**config.mk**
```make
export PLATFORM = sky130hd
export DESIGN_NAME = bit_serializer
export DESIGN_NICKNAME = d
export VERILOG_FILES = /design/src/rtl/ser_pkg.sv /design/src/rtl/ser_bit_cnt.sv /design/src/rtl/bit_serializer.sv
export SDC_FILE = /design/constraint.sdc
export NUM_CORES = 1
export LEC_CHECK = 0
export ABC_AREA = 1
export ABC_CLOCK_PERIOD_IN_PS = 1600
export CAP_MARGIN = 30
export CORE_MARGIN = 3
export CORE_UTILIZATION = 48
export DETAILED_ROUTE_END_ITERATION = 12
export PLACE_DENSITY_LB_ADDON = 0.1
export SLEW_MARGIN = 10
export SYNTH_ARGS = -nofsm -noshare
export SYNTH_HDL_FRONTEND = slang
export SYNTH_SLANG_ARGS = --single-unit
```
**constraint.sdc**
```tcl
create_clock -name clk -period 1.6 [get_ports clk]
set_input_delay 0.24 -clock clk [delete_from_list [all_inputs] [get_ports clk]]
set_output_delay 0.24 -clock clk [all_outputs]
set_load 0.1 [all_outputs]
```
**src/rtl/ser_pkg.sv**
```systemverilog
// Shared definitions for the bit serializer and its bit counter: FSM state
// encoding and the default frame width.
package ser_pkg;

    localparam int SER_WIDTH_DEF = 8;

    typedef enum logic [1:0] {
        S_IDLE   = 2'd0,
        S_SHIFT  = 2'd1,
        S_PARITY = 2'd2
    } ser_state_e;

endpackage

```
**src/rtl/ser_bit_cnt.sv**
```systemverilog
// Up-counter with clear/load/enable and a terminal-count flag at WIDTH-1.
// Clear has priority over load, load over enable.
module ser_bit_cnt #(
    parameter int WIDTH = 8,
    parameter int CW    = $clog2(WIDTH)
) (
    input  logic          clk,
    input  logic          rst,
    input  logic          clr,
    input  logic          load,
    input  logic [CW-1:0] load_val,
    input  logic          en,
    output logic [CW-1:0] cnt,
    output logic          tc
);

    logic [CW-1:0] cnt_r;

    // Count register with synchronous reset.
    always_ff @(posedge clk) begin
        if (rst) begin
            cnt_r <= {CW{1'b0}};
        end else if (clr) begin
            cnt_r <= {CW{1'b0}};
        end else if (load) begin
            cnt_r <= load_val;
        end else if (en) begin
            cnt_r <= cnt_r + CW'(1'b1);
        end else begin
            cnt_r <= cnt_r;
        end
    end

    assign cnt = cnt_r;
    assign tc  = (cnt_r == CW'(WIDTH - 1));

endmodule

```
**src/rtl/bit_serializer.sv**
```systemverilog
// Parallel-in, MSB-first serial-out source with valid/ready intake and a
// frame_done pulse. Define BIT_SERIALIZER_PARITY_EN to append an even-parity bit.
module bit_serializer
    import ser_pkg::*;
#(
    parameter int   WIDTH      = SER_WIDTH_DEF,
    parameter logic IDLE_LEVEL = 1'b0
) (
    input  logic             clk,
    input  logic             rst,
    input  logic [WIDTH-1:0] data_in,
    input  logic             valid_in,
    output logic             ready_out,
    output logic             dout,
    output logic             busy,
    output logic             frame_done
);

    localparam int CW = $clog2(WIDTH);

    ser_state_e       state_r, state_nxt_s;
    logic [WIDTH-1:0] shreg_r, shreg_nxt_s;
    logic [CW-1:0]    cnt_s;
    logic             cnt_unused_s;
    logic             tc_s, cnt_clr_s, cnt_en_s;
    logic             accept_s, done_nxt_s, dout_nxt_s;

`ifdef BIT_SERIALIZER_PARITY_EN
    logic par_r;

    function automatic logic even_parity(input logic [WIDTH-1:0] w);
        return ^w;
    endfunction

    // Parity of the accepted word, replayed as the frame's final bit.
    always_ff @(posedge clk) begin
        if (rst) begin
            par_r <= 1'b0;
        end else if (accept_s) begin
            par_r <= even_parity(data_in);
        end else begin
            par_r <= par_r;
        end
    end
`endif

    ser_bit_cnt #(.WIDTH(WIDTH), .CW(CW)) u_cnt (
        .clk      (clk),
        .rst      (rst),
        .clr      (cnt_clr_s),
        .load     (1'b0),
        .load_val ({CW{1'b0}}),
        .en       (cnt_en_s),
        .cnt      (cnt_s),
        .tc       (tc_s)
    );

    // Only the terminal flag steers the FSM; the raw count is for other users.
    assign cnt_unused_s = ^cnt_s;
    assign accept_s     = (state_r == S_IDLE) && valid_in;

    // State and shift register.
    always_ff @(posedge clk) begin
        if (rst) begin
            state_r <= S_IDLE;
            shreg_r <= {WIDTH{1'b0}};
        end else begin
            state_r <= state_nxt_s;
            shreg_r <= shreg_nxt_s;
        end
    end

    // Next-state, shift and counter control.
    always_comb begin
        state_nxt_s = state_r;
        shreg_nxt_s = shreg_r;
        cnt_clr_s   = 1'b0;
        cnt_en_s    = 1'b0;
        done_nxt_s  = 1'b0;
        case (state_r)
            S_IDLE: begin
                if (accept_s) begin
                    state_nxt_s = S_SHIFT;
                    shreg_nxt_s = data_in;
                    cnt_clr_s   = 1'b1;
                end else begin
                    state_nxt_s = S_IDLE;
                end
            end
            S_SHIFT: begin
                shreg_nxt_s = {shreg_r[WIDTH-2:0], 1'b0};
                if (tc_s) begin
`ifdef BIT_SERIALIZER_PARITY_EN
                    state_nxt_s = S_PARITY;
`else
                    state_nxt_s = S_IDLE;
                    done_nxt_s  = 1'b1;
`endif
                end else begin
                    cnt_en_s = 1'b1;
                end
            end
`ifdef BIT_SERIALIZER_PARITY_EN
            S_PARITY: begin
                state_nxt_s = S_IDLE;
                done_nxt_s  = 1'b1;
            end
`endif
            default: begin
                state_nxt_s = S_IDLE;
            end
        endcase
    end

    // Output bit for the upcoming cycle, derived from the upcoming state.
    always_comb begin
        dout_nxt_s = IDLE_LEVEL;
        case (state_nxt_s)
            S_SHIFT:  dout_nxt_s = shreg_nxt_s[WIDTH-1];
`ifdef BIT_SERIALIZER_PARITY_EN
            S_PARITY: dout_nxt_s = par_r;
`endif
            default:  dout_nxt_s = IDLE_LEVEL;
        endcase
    end

    // Registered Moore outputs.
    always_ff @(posedge clk) begin
        if (rst) begin
            ready_out  <= 1'b1;
            busy       <= 1'b0;
            dout       <= IDLE_LEVEL;
            frame_done <= 1'b0;
        end else begin
            ready_out  <= (state_nxt_s == S_IDLE);
            busy       <= (state_nxt_s != S_IDLE);
            dout       <= dout_nxt_s;
            frame_done <= done_nxt_s;
        end
    end

endmodule

```
### Metal 2, run 1

Drawn at 8 px/um.
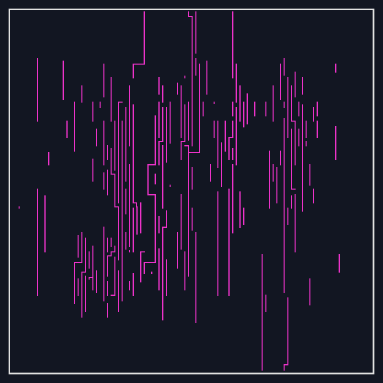
The layer holds 50% of the routed length. 103 nets have wire on it. The layer carries 734 um of wire.

### Where the registers sit, run 1

Drawn at 8 px/um.
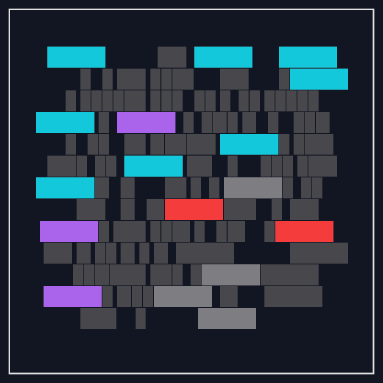
Red is `state_r`, flops 2. Cyan is `shreg_r`, flops 8. Purple is `u_cnt.cnt`, flops 3.
Another 4 sequential cells are not colored.

### Clock routing, run 1

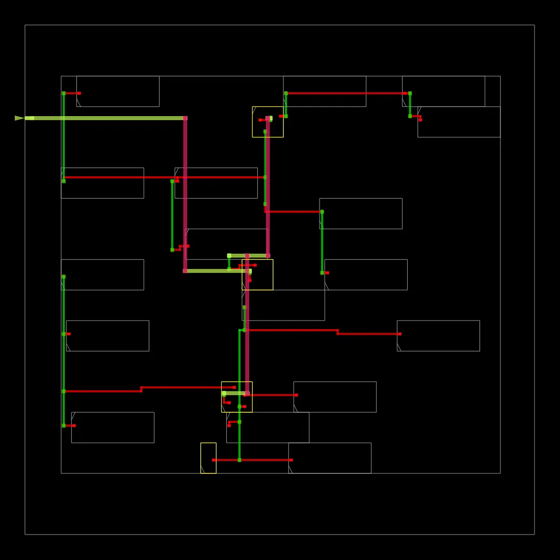
clkbuf count: 4
clk_skew: 0.536 ps
CTS Buf Count: 3
clk_lat worst skew: 290 ps

### Supply network, run 1

Drawn at 8 px/um. Pins as bars on the die edge.
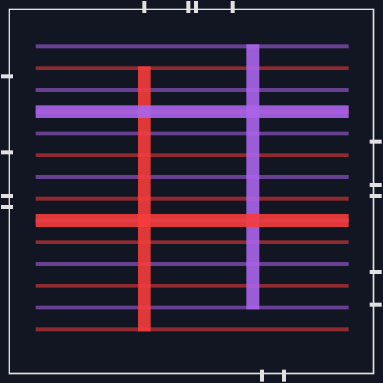
Red is VSS. Purple is VDD.
The core has 13 rows. 2 straps on met5. 15 signal pins sit on the boundary. 2 straps on met4.

==> results.yml, run 1 <==
# implementation run metrics
sta:
  finalCritPeriodShare: 0.776
  rsz0062_at_grt: "no"
  setup_viol: 0
  worst_slack_ps: 359
critical_path:
  cp-start-kind: "register"
  arrival_ps: 1460
  crit_fanout: 3
  path_class: "register to register"
  crit_end: "u_cnt.cnt[2]"
  r2r_start: "u_cnt.cnt[0]"
  r2r_slack_ps: 360
  r2r_cells: 5
die:
  ioPinCount: 15
  std_cell_rows: 13
  core_area_mm2: 0.00138
  die_area_mm2: 0.00206
  die_x_um: 45.4
  die_h_um: 45.4
global_route:
  grt_pass1_wl_mm: 2.46
  grt_overflow: 0
  antenna_found_initial: 0
clock_tree:
  clock-sinks: 17
  holdBufCountCts: 0
  clock_path_buffers: 2
  cts_tree: "yes"
  clock_tree.root_cell: "clkbuf_4"
  postCtsSetupRepairBufs: 0
  cts.htree.levels: 1
run_status:
  status: "finished clean"
cells_and_area:
  num_antenna_cells: 0
  n_fill_cell: 122
  comb_area_frac: 0.342
  comb_area_um2: 333
  seq-cell-share: 0.350
  logic_gates: 72
  buffers: 17
drt:
  finalWirelength_mm: 1.46
  viasPerCell: 4.86
synthesis:
  synthTopCellsByArea: "dfxtp_1 (46%), nand2_1 (17%), nor2_1 (8.6%)"
  synthTopCellsByCount: "nand2_1 (33), dfxtp_1 (17), nor2_1 (17)"
  syn_area_um2: 743
job:
  warnings: 26
placement:
  placed_area_um2: 947
  dp.cells: 135
  io_buffers: 14
power:
  ir_drop_mv: 0.433
==> run 1: sequential cells by signal (all words and copies together) (netlist names) <==
signal      count
frame_done      1
ready_out       1
shreg_r         8
u_cnt.cnt       3
state_r         2
dout            1
busy            1
==> run 1: power by group <==
part           internal [mW]  total [mW]  switching (mW)
combinational         0.0593       0.136          0.0765
clock                 0.0971       0.230           0.132
sequential             0.440       0.453          0.0128
==> run 1: worst max-delay path: stages, from the launching register on <==
cell and delay [ps]:
dfxtp_1 340, ha_1 200, ha_1 190, nor2_1 180
nand2_1 70, a21oi_1 180
==> run 1: routing by layer <==
layer	global-route usage	wire length, um
met1	0.192	611
met2	0.282	733
met3	0.0359	77
met4	0.105	38
met5	0	0
==> inputs of run 2 (changes only) <==
--- a/config.mk
+++ b/config.mk
@@ -6,10 +6,10 @@
 export NUM_CORES = 1
 export LEC_CHECK = 0
 export ABC_AREA = 1
-export ABC_CLOCK_PERIOD_IN_PS = 1600
+export ABC_CLOCK_PERIOD_IN_PS = 1100
 export CAP_MARGIN = 30
 export CORE_MARGIN = 3
-export CORE_UTILIZATION = 48
+export CORE_UTILIZATION = 43
 export DETAILED_ROUTE_END_ITERATION = 12
 export PLACE_DENSITY_LB_ADDON = 0.1
 export SLEW_MARGIN = 10
==> constraint.sdc (replaced) <==
create_clock -name clk -period 1.1 [get_ports clk]
set_input_delay 0.165 -clock clk [delete_from_list [all_inputs] [get_ports clk]]
set_output_delay 0.165 -clock clk [all_outputs]
set_load 0.1 [all_outputs]
### Clock routing, run 2

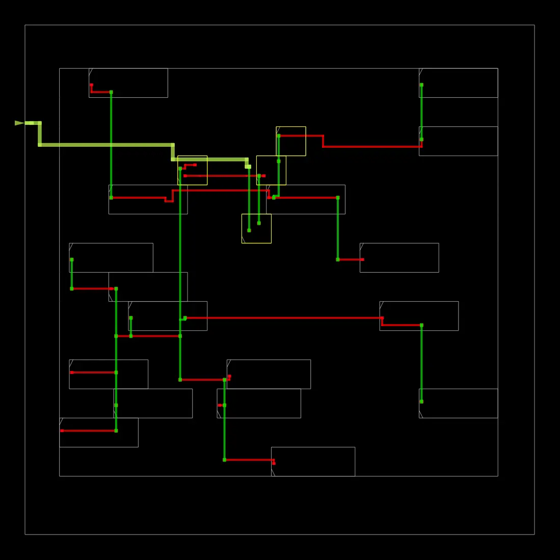
clk_skew: 10.7 ps
CTS sink cnt: 17
Clock group: 350 uW
flop count: 17
clkbuf count: 3

==> run 2 against run 1 <==
Total power up 50%. Combinational power is 58% higher. Largest power group unchanged. Critical path type unchanged. Cell count up 2.9%. Design area up 9.0%. Utilization decreased by 2.3 points. Fmax is 19% higher.
==> results.yml, run 2 <==
# implementation run metrics
clock_tree:
  cts.htree.levels: 1
  clock_tree.root_cell: "clkbuf_4"
  holdBufCountCts: 0
  postCtsSetupRepairBufs: 0
  clock_latency_ps: 290
  cts_tree: "yes"
  clock_path_buffers: 2
drt:
  met1_length_um: 690
  routed.top_layer: "met3"
  finalWirelength_mm: 1.46
  wl_met2_um: 692
  viasPerCell: 4.72
  route.met3.wl_um: 73
cells_and_area:
  comb_area_um2: 385
  n_fill_cell: 135
  top_register: "shreg_r"
  num_antenna_cells: 0
synthesis:
  syn_area_um2: 743
global_route:
  grt_use_met1: 0.207
  antenna_found_initial: 0
  grtUsageMet2: 0.225
  met3_usage: 0.0451
  grt_overflow: 0
  grt_pass1_wl_mm: 2.37
sta:
  worst_slack_ps: 55.1
  finalCritPeriodShare: 0.950
  setup_viol: 0
  rsz0062_at_grt: "yes"
critical_path:
  crit_family: "flip-flops"
  cp_slowest_cell: "dfxtp_2"
  slowest_delay_ps: 360
  cp-start-kind: "register"
  r2r_slack_ps: 60
  crit_end: "dout"
  arrival_ps: 1290
  r2r_start: "u_cnt.cnt[0]"
  path_cells: "ha_4 > ha_4 > inv_4 > nand2_4 > nand2_4 > nand2_4 > nor2_2"
  path_class: "register to register"
  r2r_cells: 7
  critPathMostFrequentCell: "nand2_4"
power:
  pg_comb_uw: 215
  seq_power_share: 0.539
  switching_share: 0.284
  clockPowerShare: 0.285
  p_int_uw: 878
  combPwrFrac: 0.175
  pg_seq_uw: 662
  maxPowerGroup: "sequential cells"
  p_sw_uw: 349
die:
  die_x_um: 47.6
  die_h_um: 47.6
  ioPinCount: 15
  die_area_mm2: 0.00226
  std_cell_rows: 14
placement:
  placed_area_um2: 971
run_status:
  status: "finished clean"
job:
  warnings: 27
-- run 2: cells by family after synthesis --
family | synth area share
AND/OR/NAND/NOR | 0.370
flip-flops | 0.458
buffers and inverters | 0.0943
AND-OR/OR-AND | 0.0387
adder cells (fa/ha/maj) | 0.0337
other | 0.00505
-- run 2: worst reg2reg max path, delay by kind of cell, from the launching register on --
family                     cells  cell delay [ps]
DFF                            1              360
adders and majority gates      2              330
and+or+nand+nor                4              250
buffers and inverters          1               60
-- run 2: cell type report --
class | count | area share
multi-input combinational | 72 | 0.363
sequential | 17 | 0.325
timing repair buffer | 20 | 0.212
inverter | 14 | 0.0519
clock buffer | 3 | 0.0212
tap | 16 | 0.0189
clock inverter | 1 | 0.00708
==> inputs of run 3 (changes only) <==
--- a/config.mk
+++ b/config.mk
@@ -6,10 +6,11 @@
 export NUM_CORES = 1
 export LEC_CHECK = 0
 export ABC_AREA = 1
-export ABC_CLOCK_PERIOD_IN_PS = 1100
+export ABC_CLOCK_PERIOD_IN_PS = 1160
 export CAP_MARGIN = 30
 export CORE_MARGIN = 3
-export CORE_UTILIZATION = 43
+export CORE_UTILIZATION = 48
+export CTS_CLUSTER_DIAMETER = 100
 export DETAILED_ROUTE_END_ITERATION = 12
 export PLACE_DENSITY_LB_ADDON = 0.1
 export SLEW_MARGIN = 10
==> constraint.sdc (replaced) <==
create_clock -name clk -period 1.16 [get_ports clk]
set_input_delay 0.174 -clock clk [delete_from_list [all_inputs] [get_ports clk]]
set_output_delay 0.174 -clock clk [all_outputs]
set_load 0.1 [all_outputs]
### Cell area per tile, run 3

Drawn at 8 px/um. 9 x 9 tiles, from black (low) to pale yellow (high), 0 to 100% covered.
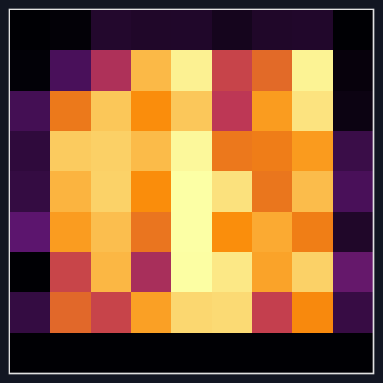
The mean over all tiles is 50%. 40% of the tiles are over 75% full. The densest ninth of the die: middle. 19% of the tiles are nearly empty. The fullest tile reaches 100%.

==> run 3 against run 2 <==
Utilization increased by 7.3 points. Clock power decreased by 9.7%. Total power decreased by 6.3%. Fmax decreased by 5.7%. First-iteration DRC count increased to 3.4 times the previous value. Register-to-register slack about the same. Flip-flop count unchanged. Setup slack got worse by 3.5 ps. Non-clock buffer count increased by 1. Critical path type unchanged. Largest cell class unchanged. Largest power group unchanged.
==> results.yml, run 3 <==
# implementation run metrics
run_status:
  status: "finished clean"
synthesis:
  ys_sh_simple: 0.370
  aoi_share: 0.0387
  synthXorXnorAreaFrac: 0
  synthTopCellsByCount: "nand2_1 (33), dfxtp_1 (17), nor2_1 (17)"
  syn_area_um2: 743
  fa_ha_area_frac: 0.0337
  logic_family: "simple AND/OR/NAND/NOR gates"
  synthMuxAreaShare: 0
  synthTopCellsByArea: "dfxtp_1 (46%), nand2_1 (17%), nor2_1 (8.6%)"
critical_path:
  arrival_ps: 1340
  cp-start-kind: "register"
  path_cells: "ha_2 > ha_4 > inv_4 > nand2_4 > nand2_4 > nand2_4 > nor2_2"
  slowest_delay_ps: 330
  r2r_cells: 7
  r2r_start: "u_cnt.cnt[0]"
  cp_slowest_cell: "dfxtp_2"
  r2r_slack_ps: 50
  path_class: "register to register"
  crit_fanout: 4
cells_and_area:
  largest_reg_flops: 8
  top_register: "shreg_r"
  num_antenna_cells: 0
power:
  seq_power_share: 0.544
  pg_seq_uw: 626
  combPwrFrac: 0.181
  ir_drop_mv: 0.749
  maxPowerGroup: "sequential cells"
  p_int_uw: 836
  switching_share: 0.273
  pg_comb_uw: 208
  clockPowerShare: 0.275
  p_clk_uw: 316
  p_sw_uw: 314
clock_tree:
  cts_made_buffers: 3
  clock_latency_ps: 290
  clock_tree.root_cell: "clkbuf_4"
  cts_tree: "yes"
  clock_path_buffers: 2
  postCtsSetupRepairBufs: 0
  clock-sinks: 17
  holdBufCountCts: 0
drt:
  wl_met2_um: 726
  routed.top_layer: "met4"
  met1_length_um: 719
  route.met3.wl_um: 74
  viasPerCell: 4.78
  finalWirelength_mm: 1.56
  post_drt_wl_per_cell_um: 10.9
job:
  drv_cap: 0
  warnings: 27
sta:
  worst_slack_ps: 51.6
  finClkSkew_ps: 4.94
  setup_viol: 0
  finalCritPeriodShare: 0.956
global_route:
  grt_busiest_layer: "met2"
  met3_usage: 0.0359
  grt_pass1_wl_mm: 2.42
  grt_overflow: 0
  antenna_found_initial: 0
die:
  die_h_um: 45.4
  core_area_mm2: 0.00138
  die_x_um: 45.4
  std_cell_rows: 13
  die_area_mm2: 0.00206
  ioPinCount: 15
placement:
  io_buffers: 14
  dp_worst_setup_slack_ps: -122
==> run 3: netlist changes by cell type in the layout (fill, tap and decap cells not counted), moves of 2 or more <==
cell,change
dfxtp_1,+3
a21oi_1,+2
dfxtp_2,-3
a21oi_2,-2
==> run 3: worst max-delay path, delay by kind of cell, from the launching register on <==
| family | cells | cell delay (ps) |
|---|---|---|
| buf+inv | 1 | 60 |
| simple gates | 4 | 280 |
| fa+ha+maj | 2 | 380 |
| flops | 1 | 330 |
==> run 3: layout make-up <==
class	count	area [um2]
tap	15	18.8
fill	105	340
clock buffer	4	26.3
sequential	17	342
multi-input combinational	72	368
inverter	14	55.1
timing repair buffer	21	233
==> run 3: metrics by stage <==
stage	cell area (um2)	std cells
finish	1040	143
detailed placement	977	139
global placement	977	139
CTS	1010	143
floorplan	743	105
global route	1040	143
Power figures rest on the tool's default switching activity, not on a simulated workload.
